**Power grid**

The bar under the picture is 20 um long. Pins as bars on the die edge. Tap cells in grey.
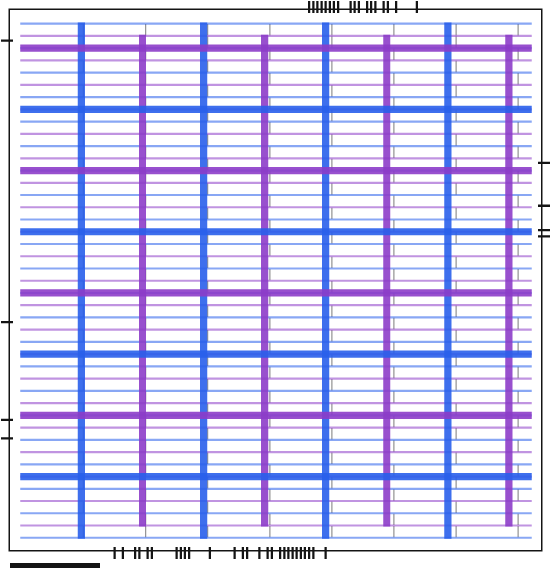
**Track usage over the die**

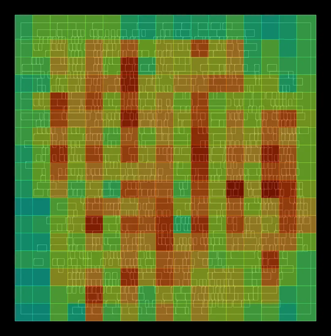
**Clock wires, drivers and flops**

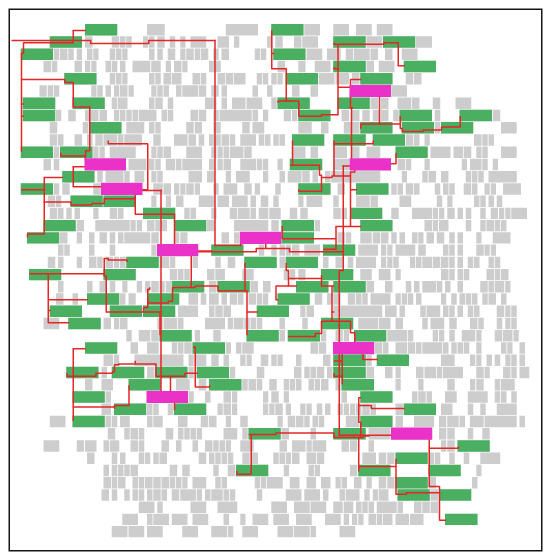
**Cells coloured by class**

The bar under the picture is 20 um long.
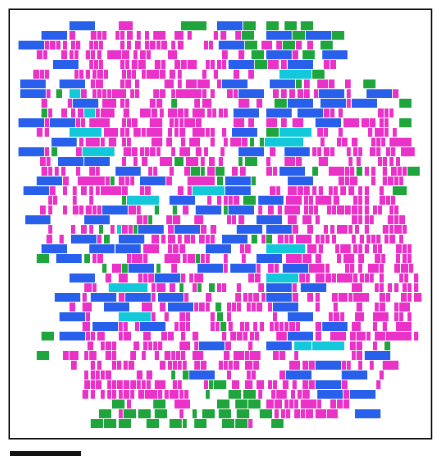
===== src/rtl/fp_div_if.sv =====
// Start/busy/done handshake bundle for the fixed-point divider.
interface fp_div_if #(
   parameter int AW = 14,
   parameter int BW = 14,
   parameter int OW = 18
) ();
   logic          start;
   logic [AW-1:0] a;
   logic [BW-1:0] b;
   logic          busy;
   logic          done;
   logic [OW-1:0] quotient;
   logic          div_by_zero;
   logic          overflow;

   modport master (
      output start, a, b,
      input  busy, done, quotient, div_by_zero, overflow
   );

   modport slave (
      input  start, a, b,
      output busy, done, quotient, div_by_zero, overflow
   );
endinterface


===== src/rtl/fp_div.sv =====
// Signed fixed-point divider: radix-2 restoring division on magnitudes, one
// quotient bit per clock, followed by sign application and saturation.
//
// state  | meaning
// S_IDLE | waiting for start; captures operands
// S_DIV  | one restoring-division step per cycle, NW cycles
// S_FIN  | sign/saturate, register results, pulse done
module fp_div #(
   parameter int int1     = 6,
   parameter int frac1    = 8,
   parameter int int2     = 6,
   parameter int frac2    = 8,
   parameter int out_int  = 6,
   parameter int out_frac = 12
) (
   input  logic     clk,
   input  logic     reset,
   fp_div_if.slave  bus
);
   localparam int SH = out_frac + frac2 - frac1;
   localparam int AW = int1 + frac1;
   localparam int BW = int2 + frac2;
   localparam int NW = AW + SH;
   localparam int OW = out_int + out_frac;
   localparam int CW = $clog2(NW + 1);
   localparam int MW = ((NW > OW) ? NW : OW) + 1;

   localparam logic [MW-1:0] MAX_POS_MAG = {{(MW-OW+1){1'b0}}, {(OW-1){1'b1}}};
   localparam logic [MW-1:0] MAX_NEG_MAG = MAX_POS_MAG + 1'b1;
   localparam logic [OW-1:0] Q_MAX       = {1'b0, {(OW-1){1'b1}}};
   localparam logic [OW-1:0] Q_MIN       = {1'b1, {(OW-1){1'b0}}};

   if (SH < 0) begin : g_bad_format
      $error("fp_div: out_frac + frac2 must be >= frac1");
   end

   typedef enum logic [1:0] {S_IDLE, S_DIV, S_FIN} state_t;

   state_t        state_q, state_d;
   logic [NW-1:0] n_q, n_d;
   logic [NW-1:0] q_q, q_d;
   logic [BW-1:0] rem_q, rem_d;
   logic [BW-1:0] bmag_q, bmag_d;
   logic [CW-1:0] cnt_q, cnt_d;
   logic          neg_q, neg_d;
   logic          dz_q, dz_d;
   logic          az_q, az_d;
   logic          busy_q, busy_d;
   logic          done_q, done_d;
   logic [OW-1:0] quot_q, quot_d;
   logic          dzo_q, dzo_d;
   logic          ovf_q, ovf_d;

   logic [AW-1:0] a_mag;
   logic [BW-1:0] b_mag;
   logic [BW:0]   rem_sh;
   logic [MW-1:0] q_ext;

   always_comb begin
      state_d = state_q;
      n_d     = n_q;
      q_d     = q_q;
      rem_d   = rem_q;
      bmag_d  = bmag_q;
      cnt_d   = cnt_q;
      neg_d   = neg_q;
      dz_d    = dz_q;
      az_d    = az_q;
      busy_d  = busy_q;
      done_d  = 1'b0;
      quot_d  = quot_q;
      dzo_d   = dzo_q;
      ovf_d   = ovf_q;

      // Magnitudes keep the full operand width so the most-negative value is exact.
      a_mag  = bus.a[AW-1] ? (~bus.a + 1'b1) : bus.a;
      b_mag  = bus.b[BW-1] ? (~bus.b + 1'b1) : bus.b;
      rem_sh = {rem_q, n_q[NW-1]};
      q_ext  = MW'(q_q);

      case (state_q)
         S_IDLE: begin
            if (bus.start) begin
               neg_d   = bus.a[AW-1] ^ bus.b[BW-1];
               bmag_d  = b_mag;
               n_d     = NW'(a_mag) << SH;
               q_d     = '0;
               rem_d   = '0;
               cnt_d   = CW'(NW);
               az_d    = (bus.a == '0);
               dz_d    = (bus.b == '0);
               busy_d  = 1'b1;
               state_d = (bus.b == '0) ? S_FIN : S_DIV;
            end
         end
         S_DIV: begin
            if (rem_sh >= {1'b0, bmag_q}) begin
               rem_d = BW'(rem_sh - {1'b0, bmag_q});
               q_d   = {q_q[NW-2:0], 1'b1};
            end else begin
               rem_d = rem_sh[BW-1:0];
               q_d   = {q_q[NW-2:0], 1'b0};
            end
            n_d   = n_q << 1;
            cnt_d = cnt_q - 1'b1;
            if (cnt_q == CW'(1)) state_d = S_FIN;
         end
         S_FIN: begin
            busy_d  = 1'b0;
            done_d  = 1'b1;
            state_d = S_IDLE;
            if (dz_q) begin
               dzo_d  = 1'b1;
               ovf_d  = 1'b0;
               quot_d = az_q ? '0 : (neg_q ? Q_MIN : Q_MAX);
            end else begin
               dzo_d = 1'b0;
               if (!neg_q) begin
                  ovf_d  = (q_ext > MAX_POS_MAG);
                  quot_d = (q_ext > MAX_POS_MAG) ? Q_MAX : q_ext[OW-1:0];
               end else begin
                  ovf_d  = (q_ext > MAX_NEG_MAG);
                  quot_d = (q_ext > MAX_NEG_MAG) ? Q_MIN : (~q_ext[OW-1:0] + 1'b1);
               end
            end
         end
         default: state_d = S_IDLE;
      endcase
   end

   always_ff @(posedge clk) begin
      if (reset) begin
         state_q <= S_IDLE;
         n_q     <= '0;
         q_q     <= '0;
         rem_q   <= '0;
         bmag_q  <= '0;
         cnt_q   <= '0;
         neg_q   <= 1'b0;
         dz_q    <= 1'b0;
         az_q    <= 1'b0;
         busy_q  <= 1'b0;
         done_q  <= 1'b0;
         quot_q  <= '0;
         dzo_q   <= 1'b0;
         ovf_q   <= 1'b0;
      end else begin
         state_q <= state_d;
         n_q     <= n_d;
         q_q     <= q_d;
         rem_q   <= rem_d;
         bmag_q  <= bmag_d;
         cnt_q   <= cnt_d;
         neg_q   <= neg_d;
         dz_q    <= dz_d;
         az_q    <= az_d;
         busy_q  <= busy_d;
         done_q  <= done_d;
         quot_q  <= quot_d;
         dzo_q   <= dzo_d;
         ovf_q   <= ovf_d;
      end
   end

   assign bus.busy        = busy_q;
   assign bus.done        = done_q;
   assign bus.quotient    = quot_q;
   assign bus.div_by_zero = dzo_q;
   assign bus.overflow    = ovf_q;
endmodule

===== src/flat_wrapper.sv =====
// flat-port wrapper written by rule: the top's interface ports become plain ports
module fp_div_flat 
#(
   parameter int int1     = 6,
   parameter int frac1    = 8,
   parameter int int2     = 6,
   parameter int frac2    = 8,
   parameter int out_int  = 6,
   parameter int out_frac = 12
)
  (clk, reset, bus_start, bus_a, bus_b, bus_busy, bus_done, bus_quotient, bus_div_by_zero, bus_overflow);
  fp_div_if bus_i ();
  input  logic clk;
  input  logic reset;
  input wire logic [$bits(bus_i.start)-1:0] bus_start;
  input wire logic [$bits(bus_i.a)-1:0] bus_a;
  input wire logic [$bits(bus_i.b)-1:0] bus_b;
  output wire logic [$bits(bus_i.busy)-1:0] bus_busy;
  output wire logic [$bits(bus_i.done)-1:0] bus_done;
  output wire logic [$bits(bus_i.quotient)-1:0] bus_quotient;
  output wire logic [$bits(bus_i.div_by_zero)-1:0] bus_div_by_zero;
  output wire logic [$bits(bus_i.overflow)-1:0] bus_overflow;
  assign bus_i.start = bus_start;
  assign bus_i.a = bus_a;
  assign bus_i.b = bus_b;
  assign bus_busy = bus_i.busy;
  assign bus_done = bus_i.done;
  assign bus_quotient = bus_i.quotient;
  assign bus_div_by_zero = bus_i.div_by_zero;
  assign bus_overflow = bus_i.overflow;
  fp_div #(.int1(int1), .frac1(frac1), .int2(int2), .frac2(frac2), .out_int(out_int), .out_frac(out_frac)) u_core (.clk(clk), .reset(reset), .bus(bus_i));
endmodule

===== config.mk =====
export PLATFORM = sky130hd
export DESIGN_NAME = fp_div_flat
export DESIGN_NICKNAME = d
export VERILOG_FILES = /design/src/rtl/fp_div_if.sv /design/src/rtl/fp_div.sv /design/src/flat_wrapper.sv
export SDC_FILE = /design/constraint.sdc
export NUM_CORES = 1
export LEC_CHECK = 0
export ABC_AREA = 1
export ABC_CLOCK_PERIOD_IN_PS = 4300
export CAP_MARGIN = 20
export CORE_AREA = 2 2 116 118
export DETAILED_ROUTE_END_ITERATION = 8
export DIE_AREA = 0 0 118 120
export GPL_TIMING_DRIVEN = 0
export PLACE_DENSITY = 0.7
export SYNTH_ARGS = -nofsm -noshare
export SYNTH_HDL_FRONTEND = slang
export SYNTH_SLANG_ARGS = --single-unit

===== constraint.sdc =====
create_clock -name clk -period 4.3 [get_ports clk]
set_clock_uncertainty 0.1 [all_clocks]
set_input_delay 0.86 -clock clk [delete_from_list [all_inputs] [get_ports clk]]
set_output_delay 0.86 -clock clk [all_outputs]
set_load 0.05 [all_outputs]

==> flow_summary.json <==
{
  "overflow": 0,
  "instances_no_fill": 1219,
  "viasPerCell": 5.207,
  "syn_area_um2": 6367,
  "critPathMaxStageDelay_ps": 460,
  "htree_levels": 3,
  "syn_nets": 1028,
  "finalWorstSetupSlack_ps": 1749,
  "n_antenna_cell": 0,
  "synth-seq-cells": 100,
  "grt_max_degree": 17,
  "arrival_ps": 2660,
  "via_count": 6347,
  "max-clock-path-buffers": 2,
  "postSynthAreaPerCell_um2": 6.517,
  "cts_resized": 0,
  "powerDensity_nw_per_um2": 566.4,
  "drc": 0,
  "crit_slowest_cell": "clkdlybuf4s50_1",
  "place_area_um2": 7088,
  "yosysWarnings": 0,
  "placed_cells": 1203,
  "max_cap_viol_count": 0,
  "end_kind": "flop",
  "final_common_cell": "nand2_1",
  "crit_fanout": 4,
  "tns_ps": 0,
  "cts_setup_buffers": 0,
  "cp_cell_sequence": "clkdlybuf4s50_1, inv_1, ha_1, inv_1, nor3_1, nand2_1, nor2_1, nor2_1, or2_0, nand3_1, a31oi_1",
  "hold_violations": 0,
  "routed_wl_mm": 16.82,
  "period_needed_ps": 2551,
  "status": "completed",
  "tightest_slew_ps": 706.4,
  "numCtsBuffers": 9,
  "ys_cells": 977,
  "fmax_ghz": 0.3919,
  "syn2layout_area_growth_pct": 16.82,
  "yosysSeqAreaShare_pct": 31.44,
  "port-buffer-count": 50,
  "startpoint_type": "input pin",
  "cts.sinks": 100,
  "synthDominantCellAreaShare_pct": 31.44,
  "antenna_found_initial": 0,
  "rsz0062_at_grt": "false",
  "root_buffer": "clkbuf_16",
  "cts_tree": "yes",
  "n_fill_cell": 1302,
  "grt_pass1_wl_mm": 28.28,
  "vdd_drop_max_v": 0.0002368,
  "ios": 53,
  "layout_top_cells": "nand2_1 (285), a21oi_1 (106), dfxtp_1 (100), inv_1 (95), nor2_1 (76)",
  "stdcell_area_um2": 7438,
  "synth_chip_area_um2": 6367,
  "finalSetupViolCount": 0,
  "leakage_nw": 3.333,
  "initial_core_util_pct": 49.06,
  "gp_congestion": 0.8945,
  "cts_hold_buf": 0,
  "die_area_um2": 14160,
  "drt_iter0_markers": 517
}
## Picture notes: 'power grid'
Blue stands for VSS. Purple stands for VDD.
The core has 42 rows. 176 tap cells.
Die H: 120 um
die width: 118 um

## Picture notes: 'track usage over the die'
GR met1 Demand/Resource: 32.98%
average routed wire per standard cell: 13.80 um
met2 usage: 40.92%
Finished Core Util: 57.31%
grt met3 use: 2.519%

## Picture notes: 'clock wires, drivers and flops'
Red stands for clock wires, length 1170 um. Magenta stands for clock drivers, count 9. Green stands for flip-flops, count 100.
Position of the flops: all over the die. There are 10 routed clock nets.
clock power share: 22.3%
Clock net power: 0.000939 W
clk latency late pin: 350 ps

## Picture notes: 'cells coloured by class'
Magenta stands for combinational and other logic, cells 830, share of their area 57%. Blue stands for flops, cells 100, share of their area 28%. Green stands for other buffers and delay cells, cells 97, share of their area 10%. Cyan stands for clock drivers and dummy loads, cells 16, share of their area 4.9%.
Cell Rows: 42
Seq/total area: 26.91%
Placeable Area: 12980 um2

registers in the layout, indices dropped and copies added, names as in the netlist, 2 cells and up:
signal               flops
u_core.bus.quotient     18
u_core.bmag_q           14
u_core.state_q           2
u_core.rem_q            14
u_core.n_q              14
u_core.cnt_q             5
u_core.q_q              26
metrics by stage:
step / power [W] / hold WS (ps)
6_report: 0.004213 / 363.8
5_1_grt: 0.004556 / 377.7
4_1_cts: 0.004219 / 367.2
3_5_place_dp: 0.003272 / 357.1
3_3_place_gp: 0.003246 / 349.2
2_1_floorplan: 0.002801 / 334.8
final timing paths:
| check | cells past startpoint | end | start | slack [ps] |
|---|---|---|---|---|
| max | 11 | u_core.n_q[20]$_SDFFE_PP0P_ | bus_a[0] | 1750 |
| min | 2 | u_core.q_q[25]$_SDFFE_PP0P_ | u_core.q_q[25]$_SDFFE_PP0P_ | 360 |
| max reg2reg | 11 | u_core.rem_q[7]$_SDFFE_PP0P_ | u_core.bmag_q[10]$_SDFFE_PP0P_ | 1870 |
| min reg2reg | 2 | u_core.q_q[25]$_SDFFE_PP0P_ | u_core.q_q[25]$_SDFFE_PP0P_ | 360 |
power breakdown:
group / leakage (nW) / internal, W / switching [W] / total, W
clock network: 0.170 / 0.000588 / 0.000351 / 0.000939
registers: 0.814 / 0.00103 / 0.0000710 / 0.00110
logic: 2.35 / 0.000812 / 0.00136 / 0.00218
total: 3.33 / 0.00243 / 0.00179 / 0.00421
area by class of cell:
class	instances	area, um2	area share [%]
Buffer	47	235.2	3.162
Sequential cell	100	2002	26.91
Clock inverter	5	107.6	1.447
Timing Repair Buffer	50	500.5	6.728
Multi-Input combinational cell	718	3710	49.87
Tap cell	176	220.2	2.960
Inverter	112	420.4	5.652
Clock buffer	11	242.7	3.263
critical path, delay by kind of cell:
family          cells  cell delay (ps)
compound gates      1               80
fa+ha+maj           1              140
buf+inv             3              590
simple gates        6             1000
logic make-up after synthesis:
kind of cell	after synthesis	share of synthesized area (%)
flip-flops	100	31.44
AND/OR/NAND/NOR	502	36.27
adder cells (fa/ha/maj)	20	4.048
AND-OR/OR-AND	176	15.19
buffers and inverters	159	10.30
XOR/XNOR	20	2.751
routing by layer:
metal,vias up,track usage (%),part of all wire [%]
met2,127,40.92,46
met1,2900,32.98,48
met4,0,8.133,1.9
li1,3301,-,-
met3,19,2.519,3.7
met5,-,0,0
cells in the mapped netlist, drive strengths merged:
library cell,number
nand2,292
a21oi,115
inv,112
dfxtp,100
nor2,83
nand3,79
o21ai,38
buf,26
clkbuf,21
ha,19
nand3b,17
xor2,12
nand4,11
nor3,11
a31oi,9
xnor2,8
or2,5
a22oi,4
nor4,4
a211oi,2
a221oi,2
o211ai,2
o221ai,2
fa,1
o21bai,1
o41ai,1
Power and IR drop assume default switching activity.
